$ cat src/rtl/axi_burst_write_master.sv
// AXI4 INCR burst writer: drains a read-ahead FIFO into memory and splits bursts at MAX_BURST beats and at 4 KB pages.
// One burst in flight at a time; tail-beat strobes are byte-accurate and error is sticky per transfer.
module axi_burst_write_master #(
  parameter int ADDR_W    = 32,
  parameter int DATA_W    = 32,
  parameter int MAX_BURST = 16,
  parameter int SIZE_W    = 16
) (
  input  logic                clk,
  input  logic                rst_n,
  input  logic                start,
  input  logic [ADDR_W-1:0]   addr,
  input  logic [SIZE_W-1:0]   transfer_size,
  output logic [ADDR_W-1:0]   awaddr,
  output logic [7:0]          awlen,
  output logic [2:0]          awsize,
  output logic [1:0]          awburst,
  output logic                awvalid,
  input  logic                awready,
  output logic [DATA_W-1:0]   wdata,
  output logic [DATA_W/8-1:0] wstrb,
  output logic                wlast,
  output logic                wvalid,
  input  logic                wready,
  input  logic [1:0]          bresp,
  input  logic                bvalid,
  output logic                bready,
  input  logic [DATA_W-1:0]   data_in,
  input  logic                empty,
  output logic                rd_en,
  output logic                busy,
  output logic                done,
  output logic                error
);

  localparam int BYTES = DATA_W / 8;
  localparam int BSH   = $clog2(BYTES);
  localparam int SW1   = SIZE_W + 1;
  localparam logic [SIZE_W-1:0] ONE = 1;

  typedef enum logic [2:0] {S_IDLE, S_AW, S_W, S_B, S_DONE} state_t;
  state_t state, state_nxt;

  logic [ADDR_W-1:0] cur_addr;
  logic [SIZE_W-1:0] aw_left, fetch_left, send_left, total_beats;
  logic [SW1-1:0]    size_ext;
  logic [8:0]        burst_beats, burst_len, w_cnt;
  logic [12:0]       page_bytes, page_beats;
  logic [31:0]       lim;
  logic [BSH-1:0]    tail;
  logic [BYTES-1:0]  tail_mask;
  logic              err_q;

  logic [DATA_W-1:0] buf_mem [2];
  logic              wr_ptr, rd_ptr, rd_pend;
  logic [1:0]        buf_cnt;
  logic              pop, aw_hs, accept;

  assign size_ext    = {1'b0, transfer_size} + SW1'(BYTES - 1);
  assign total_beats = SIZE_W'(size_ext >> BSH);
  assign page_bytes  = 13'h1000 - {1'b0, cur_addr[11:0]};
  assign page_beats  = page_bytes >> BSH;

  always_comb begin
    lim = 32'(MAX_BURST);
    if (32'(aw_left) < lim)    lim = 32'(aw_left);
    if (32'(page_beats) < lim) lim = 32'(page_beats);
    burst_beats = 9'(lim);
  end

  always_comb begin
    tail_mask = '0;
    for (int i = 0; i < BYTES; i++) tail_mask[i] = (BSH'(i) < tail);
  end

  assign awsize  = 3'(BSH);
  assign awburst = 2'b01;
  assign awaddr  = cur_addr;
  assign awlen   = (state == S_AW && aw_left != '0) ? 8'(burst_beats - 9'd1) : 8'd0;
  assign wvalid  = (state == S_W) && (buf_cnt != 2'd0);
  assign wdata   = buf_mem[rd_ptr];
  assign wlast   = wvalid && (w_cnt == burst_len - 9'd1);
  assign wstrb   = !wvalid ? '0 : ((send_left == ONE && tail != '0) ? tail_mask : '1);
  assign error   = err_q;
  assign pop     = wvalid && wready;
  assign aw_hs   = awvalid && awready;
  assign accept  = (state == S_IDLE) && start;

  // A beat already requested from the FIFO counts against the two buffer slots.
  assign rd_en = !empty && (fetch_left != '0) &&
                 (({1'b0, buf_cnt} + {2'b0, rd_pend} - {2'b0, pop}) < 3'd2);

  always_ff @(posedge clk or negedge rst_n) begin
    if (!rst_n) state <= S_IDLE;
    else        state <= state_nxt;
  end

  always_comb begin
    state_nxt = state;
    awvalid   = 1'b0;
    bready    = 1'b0;
    busy      = 1'b0;
    done      = 1'b0;
    case (state)
      S_IDLE: if (start) state_nxt = S_AW;
      S_AW: begin
        busy    = 1'b1;
        awvalid = (aw_left != '0);
        if (aw_left == '0) state_nxt = S_DONE;
        else if (awready)  state_nxt = S_W;
      end
      S_W: begin
        busy = 1'b1;
        if (pop && wlast) state_nxt = S_B;
      end
      S_B: begin
        busy   = 1'b1;
        bready = 1'b1;
        if (bvalid) state_nxt = (aw_left != '0) ? S_AW : S_DONE;
      end
      S_DONE: begin
        done      = 1'b1;
        state_nxt = S_IDLE;
      end
      default: state_nxt = S_IDLE;
    endcase
  end

  always_ff @(posedge clk or negedge rst_n) begin
    if (!rst_n) begin
      cur_addr   <= '0;
      aw_left    <= '0;
      fetch_left <= '0;
      send_left  <= '0;
      tail       <= '0;
      burst_len  <= '0;
      w_cnt      <= '0;
      err_q      <= 1'b0;
    end else if (accept) begin
      cur_addr   <= addr & ~ADDR_W'(BYTES - 1);
      aw_left    <= total_beats;
      fetch_left <= total_beats;
      send_left  <= total_beats;
      tail       <= transfer_size[BSH-1:0];
      err_q      <= 1'b0;
    end else begin
      if (aw_hs) begin
        cur_addr  <= cur_addr + (ADDR_W'(burst_beats) << BSH);
        aw_left   <= aw_left - SIZE_W'(burst_beats);
        burst_len <= burst_beats;
        w_cnt     <= '0;
      end
      if (pop) begin
        w_cnt     <= w_cnt + 9'd1;
        send_left <= send_left - ONE;
      end
      if (rd_en)                        fetch_left <= fetch_left - ONE;
      if (bready && bvalid && bresp != 2'b00) err_q <= 1'b1;
    end
  end

  // FIFO data lands one cycle after the pop, so the write side follows rd_pend.
  always_ff @(posedge clk or negedge rst_n) begin
    if (!rst_n) begin
      buf_mem[0] <= '0;
      buf_mem[1] <= '0;
      wr_ptr     <= 1'b0;
      rd_ptr     <= 1'b0;
      rd_pend    <= 1'b0;
      buf_cnt    <= 2'd0;
    end else begin
      rd_pend <= rd_en;
      if (rd_pend) begin
        buf_mem[wr_ptr] <= data_in;
        wr_ptr          <= ~wr_ptr;
      end
      if (pop) rd_ptr <= ~rd_ptr;
      buf_cnt <= buf_cnt + {1'b0, rd_pend} - {1'b0, pop};
    end
  end

endmodule

$ cat config.mk
export PLATFORM = sky130hd
export DESIGN_NAME = axi_burst_write_master
export DESIGN_NICKNAME = d
export VERILOG_FILES = /design/src/rtl/axi_burst_write_master.sv
export SDC_FILE = /design/constraint.sdc
export NUM_CORES = 1
export LEC_CHECK = 0
export ABC_AREA = 1
export CAP_MARGIN = 10
export CORE_ASPECT_RATIO = 1.25
export CORE_MARGIN = 2
export CORE_UTILIZATION = 45
export CTS_BUF_LIST = sky130_fd_sc_hd__clkbuf_8
export CTS_CLUSTER_SIZE = 20
export DETAILED_ROUTE_END_ITERATION = 8
export GPL_TIMING_DRIVEN = 0
export PLACE_DENSITY = 0.71
export RECOVER_POWER = 50
export SETUP_SLACK_MARGIN = 0.15
export SLEW_MARGIN = 20
export SYNTH_ARGS = -nofsm -noshare
export SYNTH_HDL_FRONTEND = slang
export SYNTH_SLANG_ARGS = --single-unit
$ cat constraint.sdc
create_clock -name clk -period 3.7 [get_ports clk]
set_clock_uncertainty 0.05 [all_clocks]
set_input_delay 0.37 -clock clk [delete_from_list [all_inputs] [get_ports clk]]
set_output_delay 0.37 -clock clk [all_outputs]
set_load 0.02 [all_outputs]
==> reports/qor.txt <==
Grt peak-use layer: met2
Num CTS Buffers: 17
Final HPWL DP: 27.5 mm
Critical path arrival: 3.79 ns
R2R cell count: 26
Met2 global-route usage: 0.501
CP cell instances: nor3_4 > nand2_2 > nor2_4 > xor2_2 > ha_1 > nand2_2 > nor2_2 > a211oi_2 > nand2_2 > nand2_8 > buf_4 > nand3_1 > nand2_1 > nor2_2 > inv_1 > nor3_4 > xor2_1 > nor2_1 > buf_4
Adder Share, Synth: 0.0325
Slew HR: -0.557
Mean post-synth cell area: 6.97 um2
Area post-placement: 13600 um2
Pins Over Slew Limit: 42
Worst setup EP type: primary output
Chip area: 26600 um2
Syn Std Cell Area: 11400 um2
YS chip area: 11400 um2
TritonCTS Sinks: 171
First-pass GRT wire length: 61.7 mm
Yosys cell count: 1634
Clock transition at path regs: 0.13 ns
Hold path depth: 3
Crit path DRT: 3.28 ns
LEAKAGE: 7.73 nW
RSZ-0062 raised after global routing: yes
Vias in the first global route: 12030
CP Class: reg2out
Final setup margin: -0.508 ns
Maximum vdd drop: 425 uV
Design Power: 0.0167 W
RePlAce Congestion: 0.960
Status: finished with violations
Total congestion overflow: 0
Top non-seq family: simple AND/OR/NAND/NOR gates
Fp util: 0.455
Cell type with the largest total area: dfrtp_1
Starting DRT DRC Count: 1166
Slowest CP cell: dfrtp_2
Ratio of cells with drive above 1 in the final layout: 0.235
CP dominant cell by count: nand2_2
Log Warnings: 33
Hold path start: data_in[16]
1st-pass router iterations: 6
GR Util met1: 0.343
Hold Path Class: in2reg
Period utilization: 1.14
Post-synthesis cell type count: 60
Count of library flops with an enable pin: 0
DR vias/cell: 5.58
CP peak stage delay: 0.52 ns
Minimum clock period: 4.21 ns
Async SR Flop Fraction: 1.00
Fin nets: 2064
Mux cell area share: 0
GR Util All Layers: 0.291
XOR/XNOR Area Share: 0.0253
Worst setup SP type: flop
Synth warn: 0
Least-Margin Pin Slew: 2.34 ns
Simple-gate area share of the yosys netlist: 0.343
Flops out of synthesis: 171
Failing checks: max-capacitance violations, max-slew violations, negative setup slack
Final Instance Area: 16100 um2
Final setup violation count: 48
Final ANT Viol Nets: 0
CP startpoint: awaddr[5]
Main flop type: dfrtp_1
Number of antenna violations at the first check in global routing: 2
Area leader share: 0.376
Total wire length: 41.8 mm
Cell area leaders: dfrtp_1 (38%), nand2_1 (15%), inv_1 (7.2%)
Seq/Total Area, Yosys: 0.376
Global routing usage on met3: 0.0497
Achievable Freq: 238 MHz
Final hold vios: 0
Pwr dens: 1030 nW/um2
Core area: 25000 um2
MaxCap Viol Count: 1
Most frequent cells in the layout: nand2_1 (411), inv_1 (194), dfrtp_1 (161), clkdlybuf4s50_1 (157), o21ai_0 (123)
Complex Gates by Area: 0.124
Top cell excl fill/tap: nand2_1
Site Rows: 65
CTS root buf: clkbuf_8
Synth Instances: 1634
Min Hold Slack: 0.387 ns
R2R Path Start: awaddr[5]
Critical path peak fanout: 6
Syn-to-layout area delta: 41.6%
CTS tree: done
H-Tree Depth: 4
DRC: 0
Pin count of the biggest net entering global routing: 77
Clock Tree Buf Depth: 2
## worst max-delay path: cells and delay by family (launching register included)
| kind | cells | cell delay [ns] |
|---|---|---|
| AOI/OAI and AO/OA | 1 | 0.16 |
| xor gates and xnor gates | 2 | 0.37 |
| adders and majority gates | 1 | 0.31 |
| buffers and inverters | 3 | 0.44 |
| DFF | 1 | 0.52 |
| and+or+nand+nor | 12 | 1.48 |
## path summary, 6_finish.rpt
path / end / slack, ns
setup / recovery: awlen[6] / -0.51
hold / removal: buf_mem[48] / 0.39
setup reg to reg: awaddr[12] / -0.33
hold reg to reg: buf_mem[33] / 0.45
max in group asynchronous: buf_mem[35] / 0.37
min in group asynchronous: awaddr[13] / 1.05
## layer usage
layer | up-vias | wire [um]
met5 | - | 0
met4 | 0 | 2750
met3 | 207 | 3210
met2 | 669 | 20200
met1 | 6062 | 15600
li1 | 5875 | -
## what timing repair did
item / in CTS / in global routing
buffers inserted: 68 / 43
setup endpoints to repair: 71 / 62
pin swaps: 69 / 82
resized: 234 / 133
hold buffers: 1 / 0
endpoints found under the hold margin: 39 / 0
## flip-flops by register name, indices dropped and copies added (netlist names)
register	flops
aw_left	16
w_cnt	9
awaddr	30
error	1
send_left	16
tail	2
buf_cnt	2
buf_mem	64
state	3
rd_pend	1
fetch_left	16
wr_ptr	1
burst_len	9
rd_ptr	1
## cells by family (layout without fill, tap and decap cells)
kind of cell	Yosys count	after routing
and+or+nand+nor	859	859
other	2	15
xor gates and xnor gates	32	32
DFF	171	171
adders and majority gates	29	29
AOI/OAI and AO/OA	255	255
buffers and inverters	286	600
## through the flow
stage	std cells	TNS (ns)	setup WS [ns]
2_1_floorplan	1645	0	0.0994
3_3_place_gp	2148	-908.80	-5.77
3_5_place_dp	2150	-38.44	-1.63
4_1_cts	2251	-3.38	-0.333
5_1_grt	2296	-33.97	-0.642
6_report	2296	-11.68	-0.508
## cell usage after synthesis, types with 9 or more instances
| library cell | n |
|---|---|
| a21oi_1 | 59 |
| o21ai_0 | 136 |
| inv_1 | 217 |
| nor2_2 | 11 |
| inv_2 | 11 |
| ha_1 | 28 |
| nand3_2 | 15 |
| xnor2_1 | 9 |
| nand2_1 | 469 |
| xor2_1 | 22 |
| nand3_1 | 97 |
| nor2_1 | 124 |
| o211ai_1 | 9 |
| nand2_2 | 27 |
| a31oi_1 | 19 |
| clkbuf_1 | 39 |
| nor3_1 | 44 |
| dfrtp_1 | 171 |
| nand4_1 | 28 |
## final cells by class
class | instances | area [um2]
antenna | 2 | 5.00
buffer | 55 | 279
clock buffer | 17 | 234
clock inverter | 15 | 211
fill | 2094 | 8930
inverter | 231 | 900
multi-input combinational | 1188 | 7170
sequential | 171 | 4290
tap | 335 | 419
timing repair buffer | 282 | 2610
## report_power, final
group | internal [W] | leakage [nW] | total (W) | switching [W]
combinational | 0.00471 | 5.43 | 0.0117 | 0.00701
sequential | 0.00272 | 2.08 | 0.00348 | 0.000763
clock | 0.000544 | 0.218 | 0.00146 | 0.000912
Routed metal, one colour a layer:
Bar = 50 um.
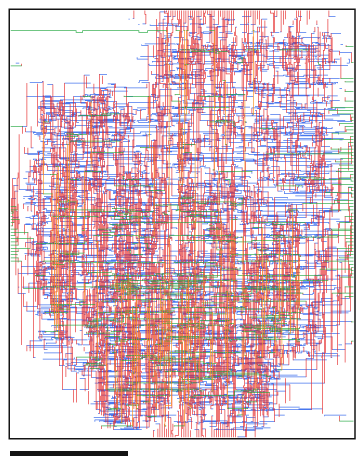
Green is M3, wire length 3210 um. Blue is M1, wire length 15600 um. Orange is M4, wire length 2750 um. Red is M2, wire length 20.2 mm.
drt wl/cell: 18.2 um
via count: 12813

Pin map:
Pins as bars across the die edge, other pins in grey.
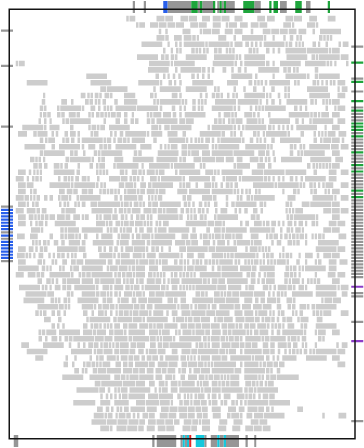
Red is awvalid, pins 1, direction output, edge south. Cyan is awlen, pins 8, direction output, edge south. Purple is awburst, pins 2, direction output, edge east. Blue is transfer_size, pins 16, direction input, edge 14 west, 2 north. Green is wdata, pins 32, direction output, edge 19 north, 13 east.
All pins by edge: 66 east, 54 north, 37 south, 21 west.
Die Wd: 146 um
die height: 182 um
Port Buffers: 168

Placement view:
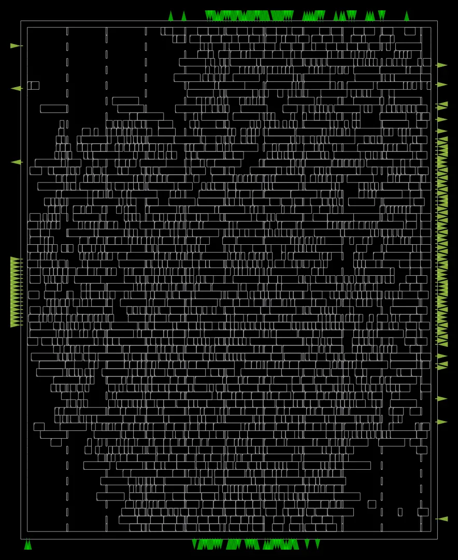
TAP cells: 335
final cell count without fillers: 2296
Post-Route Utilization: 0.644

Clock wires, drivers and flops:
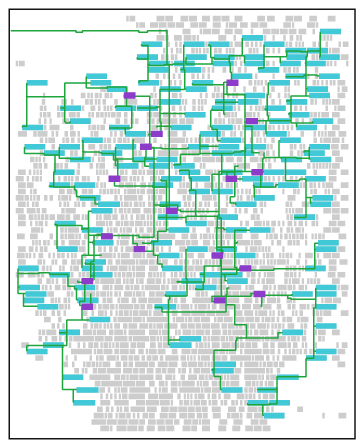
Green is clock wires, length 2320 um. Purple is clock-net drivers, count 17. Cyan is flip-flops, count 171.
Position of the flops: all over the die. There are 18 routed clock nets.
Insertion Delay late pin: 0.50 ns
clock network fraction of design power: 0.087
Clock group: 0.00146 W

Wires at chosen ports, followed through buffers:
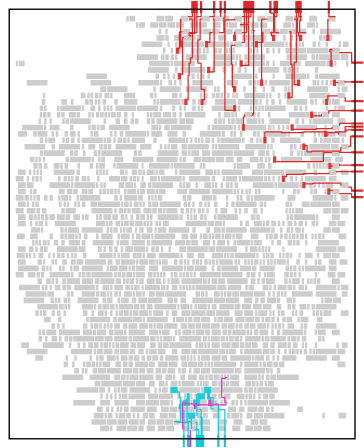
Red is wdata, bits 32, direction output, end cells 32, buffers 32, wire 802 um. Magenta is awvalid, bits 1, direction output, end cells 1, buffers 1, wire 50.6 um. Cyan is awlen, bits 8, direction output, end cells 8, buffers 8, wire 152 um.
I/O Pins: 178

No activity file was given, so power comes from the tool's default toggle rates.
